<file path="config.mk">
export PLATFORM = sky130hd
export DESIGN_NAME = switch_debounce_flat
export DESIGN_NICKNAME = d
export VERILOG_FILES = /design/src/rtl/switch_debounce_pkg.sv /design/src/rtl/switch_debounce_if.sv /design/src/rtl/switch_debounce_ch.sv /design/src/rtl/switch_debounce.sv /design/src/flat_wrapper.sv
export SDC_FILE = /design/constraint.sdc
export NUM_CORES = 1
export LEC_CHECK = 0
export CELL_PAD_IN_SITES_DETAIL_PLACEMENT = 1
export CELL_PAD_IN_SITES_GLOBAL_PLACEMENT = 2
export CORE_AREA = 2 2 130 132
export DETAILED_ROUTE_END_ITERATION = 12
export DIE_AREA = 0 0 132 134
export GPL_ROUTABILITY_DRIVEN = 1
export PLACE_DENSITY = 0.68
export SETUP_SLACK_MARGIN = 0.4
export SYNTH_ARGS = -nofsm -noshare
export SYNTH_HDL_FRONTEND = slang
export SYNTH_SLANG_ARGS = --single-unit
</file>
<file path="constraint.sdc">
create_clock -name clock -period 3.4 [get_ports clock]
set_clock_uncertainty 0.1 [all_clocks]
set_input_delay 0.34 -clock clock [delete_from_list [all_inputs] [get_ports clock]]
set_output_delay 0.34 -clock clock [all_outputs]
set_load 0.03 [all_outputs]
</file>
<file path="src/rtl/switch_debounce_pkg.sv">
// Shared types and constants for the lab I/O conditioning blocks.
// Holds the debounce FSM encoding and board clock constants.
package lab_io_pkg;

  typedef enum logic [1:0] {
    IDLE_LO = 2'd0,
    WAIT_HI = 2'd1,
    IDLE_HI = 2'd2,
    WAIT_LO = 2'd3
  } db_state_e;

  localparam int CLK_HZ        = 50_000_000;
  localparam int DEBOUNCE_20MS = CLK_HZ / 50;

endpackage

</file>
<file path="src/rtl/switch_debounce_if.sv">
// Bundle of raw switch inputs and their conditioned outputs.
// master drives raw inputs; slave is the debouncer.
interface switch_debounce_if #(
  parameter int N_CH = 4
);

  logic [N_CH-1:0] raw;
  logic [N_CH-1:0] level;
  logic [N_CH-1:0] rise_pulse;
  logic [N_CH-1:0] fall_pulse;

  modport master (
    output raw,
    input  level,
    input  rise_pulse,
    input  fall_pulse
  );

  modport slave (
    input  raw,
    output level,
    output rise_pulse,
    output fall_pulse
  );

endinterface

</file>
<file path="src/rtl/switch_debounce_ch.sv">
// One debounce channel: 2-flop synchronizer, stability FSM,
// registered level and single-cycle edge pulses.
module debounce_ch
  import lab_io_pkg::*;
#(
  parameter int DEBOUNCE_CYCLES = DEBOUNCE_20MS,
  parameter int CNT_W           = $clog2(DEBOUNCE_CYCLES)
) (
  input  logic clock,
  input  logic reset_n,
  input  logic raw,
  output logic level,
  output logic rise_pulse,
  output logic fall_pulse
);

  localparam logic [CNT_W-1:0] TERM = CNT_W'(DEBOUNCE_CYCLES - 1);
  localparam logic [CNT_W-1:0] ONE  = CNT_W'(1);

  logic             s1;
  logic             s2;
  db_state_e        state;
  logic [CNT_W-1:0] cnt;

  // s1 is the only flop that sees the asynchronous input
  always_ff @(posedge clock or negedge reset_n) begin
    if (!reset_n) begin
      s1 <= 1'b0;
      s2 <= 1'b0;
    end else begin
      s1 <= raw;
      s2 <= s1;
    end
  end

  always_ff @(posedge clock or negedge reset_n) begin
    if (!reset_n) begin
      state      <= IDLE_LO;
      cnt        <= '0;
      level      <= 1'b0;
      rise_pulse <= 1'b0;
      fall_pulse <= 1'b0;
    end else begin
      rise_pulse <= 1'b0;
      fall_pulse <= 1'b0;
      unique case (state)
        IDLE_LO: begin
          if (s2) begin
            state <= WAIT_HI;
            cnt   <= ONE;
          end
        end
        WAIT_HI: begin
          if (!s2) begin
            state <= IDLE_LO;
            cnt   <= '0;
          end else if (cnt == TERM) begin
            state      <= IDLE_HI;
            cnt        <= '0;
            level      <= 1'b1;
            rise_pulse <= 1'b1;
          end else begin
            cnt <= cnt + ONE;
          end
        end
        IDLE_HI: begin
          if (!s2) begin
            state <= WAIT_LO;
            cnt   <= ONE;
          end
        end
        WAIT_LO: begin
          if (s2) begin
            state <= IDLE_HI;
            cnt   <= '0;
          end else if (cnt == TERM) begin
            state      <= IDLE_LO;
            cnt        <= '0;
            level      <= 1'b0;
            fall_pulse <= 1'b1;
          end else begin
            cnt <= cnt + ONE;
          end
        end
      endcase
    end
  end

endmodule

</file>
<file path="src/rtl/switch_debounce.sv">
// Multi-channel switch/button conditioner for the lab datapaths.
// Each bit of raw gets its own independent debounce channel.
module switch_debounce
  import lab_io_pkg::*;
#(
  parameter int N_CH            = 4,
  parameter int DEBOUNCE_CYCLES = DEBOUNCE_20MS,
  parameter int CNT_W           = $clog2(DEBOUNCE_CYCLES)
) (
  input logic               clock,
  input logic               reset_n,
  switch_debounce_if.slave  io
);

  logic [N_CH-1:0] lvl;
  logic [N_CH-1:0] rp;
  logic [N_CH-1:0] fp;

  for (genvar i = 0; i < N_CH; i++) begin : g_ch
    debounce_ch #(
      .DEBOUNCE_CYCLES(DEBOUNCE_CYCLES),
      .CNT_W          (CNT_W)
    ) u_ch (
      .clock     (clock),
      .reset_n   (reset_n),
      .raw       (io.raw[i]),
      .level     (lvl[i]),
      .rise_pulse(rp[i]),
      .fall_pulse(fp[i])
    );
  end

  assign io.level      = lvl;
  assign io.rise_pulse = rp;
  assign io.fall_pulse = fp;

endmodule
</file>
<file path="src/flat_wrapper.sv">
// flat-port wrapper written by rule: the top's interface ports become plain ports
module switch_debounce_flat import lab_io_pkg::*;
#(
  parameter int N_CH            = 4,
  parameter int DEBOUNCE_CYCLES = DEBOUNCE_20MS,
  parameter int CNT_W           = $clog2(DEBOUNCE_CYCLES)
)
  (clock, reset_n, io_raw, io_level, io_rise_pulse, io_fall_pulse);
  switch_debounce_if #(.N_CH(N_CH)) io_i ();
  input logic clock;
  input logic reset_n;
  input wire logic [$bits(io_i.raw)-1:0] io_raw;
  output wire logic [$bits(io_i.level)-1:0] io_level;
  output wire logic [$bits(io_i.rise_pulse)-1:0] io_rise_pulse;
  output wire logic [$bits(io_i.fall_pulse)-1:0] io_fall_pulse;
  assign io_i.raw = io_raw;
  assign io_level = io_i.level;
  assign io_rise_pulse = io_i.rise_pulse;
  assign io_fall_pulse = io_i.fall_pulse;
  switch_debounce #(.N_CH(N_CH), .DEBOUNCE_CYCLES(DEBOUNCE_CYCLES), .CNT_W(CNT_W)) u_core (.clock(clock), .reset_n(reset_n), .io(io_i));
endmodule
</file>
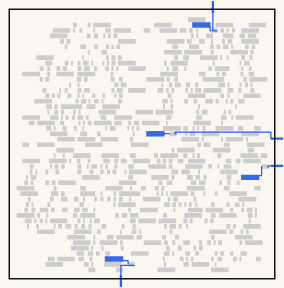
Fig. 1. Wires at chosen ports, followed through buffers.
Drawn at 2 px/um.
blue -> io_rise_pulse  # bits 4, direction output, edge 2 right, 1 top, 1 bottom, end cells 4, buffers 4, wire 98.9 um

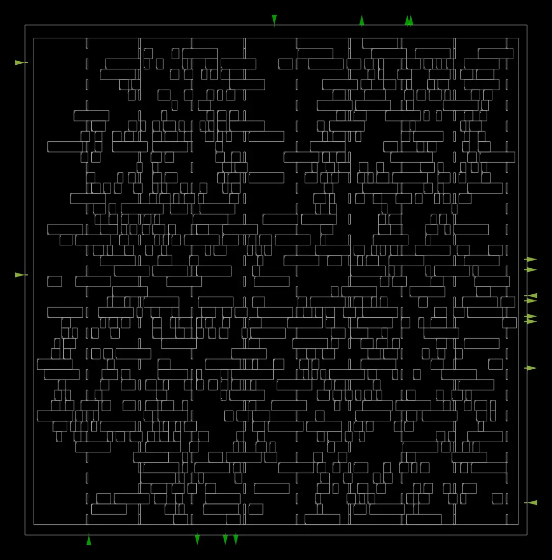
Fig. 2. Cell outlines without signal wires.
flip-flops: 108
Core Region: 16290 sq um
Core Rows: 47
Final Non-Filler Cells: 810

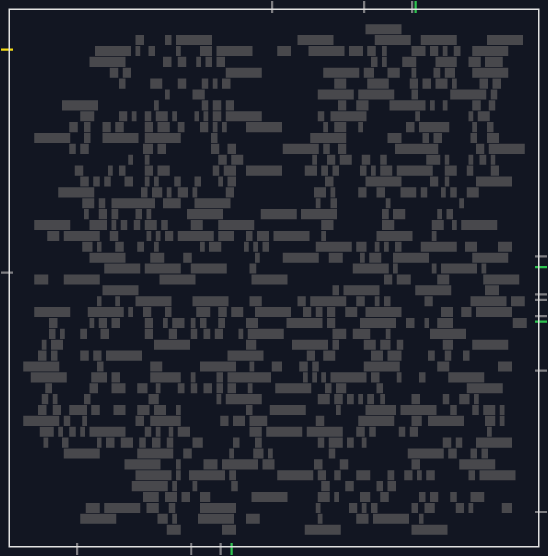
Fig. 3. Ports around the boundary.
Drawn at 4 px/um. Pins as bars across the die edge, other pins in gray.
yellow -> clock  # pins 1, direction input, edge left
green -> io_rise_pulse  # pins 4, direction output, edge 2 right, 1 top, 1 bottom

==> flow_metrics.tcl <==
# collected from the flow reports
set metrics [dict create \
    status "finished with violations" \
    violations "hold timing" \
    holdWs_ns -0.02572 \
    synth.distinct_cells 56 \
    postSynthSeqShare_pct 48.14 \
    synth_area_per_cell_sq_um 9.532 \
    p_leak_uw 0.002568 \
    drtPass1Iterations 4 \
    crit_fanout 14 \
    top_layer "met4" \
    finalHoldViolations 28 \
    largest-register "u_core.g_ch.u_ch.cnt" \
    synth-main-ff-cell "dfrtp_1" \
    fillers 1876 \
    portBuffers 17 \
    seq-power_uw 1410 \
    route.met2.wl_um 6306 \
    clkPwrFrac_pct 41.6 \
    wl_met3_um 301 \
    tap_cells 220 \
    cpPeakStageDelay_ns 0.75 \
    dpl_cell_area_sq_um 5888 \
    nNetsFinal 595 \
    cp_top_family "simple AND/OR/NAND/NOR gates" \
    worstHoldPathType "in -> async" \
    p_sw_share_pct 27.48 \
    p_per_area_nw_per_um2 481.4 \
    cts-root-buf "clkbuf_16" \
    path_buffers 0 \
    ys_sh_aoi_pct 17.52 \
    clkCellAreaFrac_pct 5.559 \
    nNonClkBuffers 23 \
    finalCritPeriodShare_pct 77.51 \
    warnings 26 \
    synth-xor-area-share_pct 2.808 \
    hold_buffers 0 \
    ys_cells 589 \
    synth_cells 589 \
    cp.arrival_ns 2.74 \
    met2_usage_pct 26.71 \
    vias_per_cell 5.577 \
    yosys.area_share.simple_pct 24.16 \
    adder_share_pct 0.8915 \
    finalWeightedCongestion 0.7326 \
    die_w_um 132 \
    fp_util_pct 34.47 \
    regArea_sq_um 2703 \
    yosysChipArea_sq_um 5614 \
    use_met3_pct 3.704 \
    drc 0 \
    cp.required_ns 3.51 \
    seq_share_pct 43.35 \
    p_sw_uw 824.8 \
    overflow 0 \
    htree_levels 3 \
    final_area_sq_um 6235 \
    die_area_sq_um 17690 \
    rr_startpoint "u_core.g_ch[0].u_ch.cnt[0]" \
    clk_pin_slew_ns 0.08 \
    finalPower_uw 3001 \
    clockBufferDepth 2 \
    post-cts-setup-buffers 0 \
    lay_top_count "dfrtp_1" \
    met1_usage_pct 21.94 \
    setup_slack_ns 0.7646 \
    top_usage_layer "met2" \
    r2r-end "u_core.g_ch[0].u_ch.cnt[16]" \
    antenna_found_initial 0 \
    cts_tree "built" \
    crit_path_frequent_cell "nor2_1" \
    pre_cts_ws_ns 0.7498 \
    cp-endpoint "u_core.g_ch[0].u_ch.cnt[16]" \
    crit_type "reg -> reg" \
    drt-total-wl_um 13500 \
    setup_viol 0 \
    dpl.hpwl_um 9171 \
    synth.logic.top_family "simple AND/OR/NAND/NOR gates" \
    clock-sinks 108 \
    worst_path_max_delay_cell "nor2_1" \
    largestClassByArea "sequential cells" \
    power.share.combinational_pct 11.4 \
    powerComb_uw 342 \
    critPathCaptureType "flop" \
    max_freq_ghz 0.3794 \
    grt_max_degree 66 \
    worst_pin_slew_ns 1.050 \
    area_share_nonclk_buffers_pct 3.412 \
    fin_util_pct 38.27 \
    tritoncts.num_buffers 9 \
    dp.cells 794 \
    ant_nets 0 \
    clkbuf_count 9 \
    lay_top_cells "dfrtp_1 (108), nand2_1 (54), nor2_1 (51)" \
    pwr.group.clock_uw 1250 \
    power_leader "sequential cells" \
    wl_per_cell_um 16.67 \
    n_all_inverters 11 \
    drive_above_1_share_pct 8.136 \
    post_cts_resized 0 \
    r2r_cells 6 \
    io_pins 18 \
    period_needed_ns 2.635 \
]
synth_stat cells (3+ instances only):
cell type	count	area share, %
a21o_1	5	0.67
a21oi_1	34	3.0
a21oi_2	4	0.62
a22o_1	10	1.6
a31oi_1	47	5.2
a41oi_1	13	2.0
and2_1	8	0.89
and3_1	17	1.9
and4_1	7	1.1
buf_2	11	0.98
buf_4	13	1.7
clkbuf_1	11	0.74
dfrtp_1	108	48
ha_1	4	0.89
inv_1	11	0.74
mux2_2	3	0.60
mux2i_1	6	1.1
nand2_1	54	3.6
nand2b_1	10	1.1
nand3_1	43	3.8
nand4_1	16	1.8
nor2_1	51	3.4
nor3_1	15	1.3
nor3b_1	3	0.40
nor4_1	4	0.45
nor4_4	4	1.5
o21ai_0	19	1.7
or2_2	6	0.67
xnor2_1	9	1.4
xor2_1	9	1.4
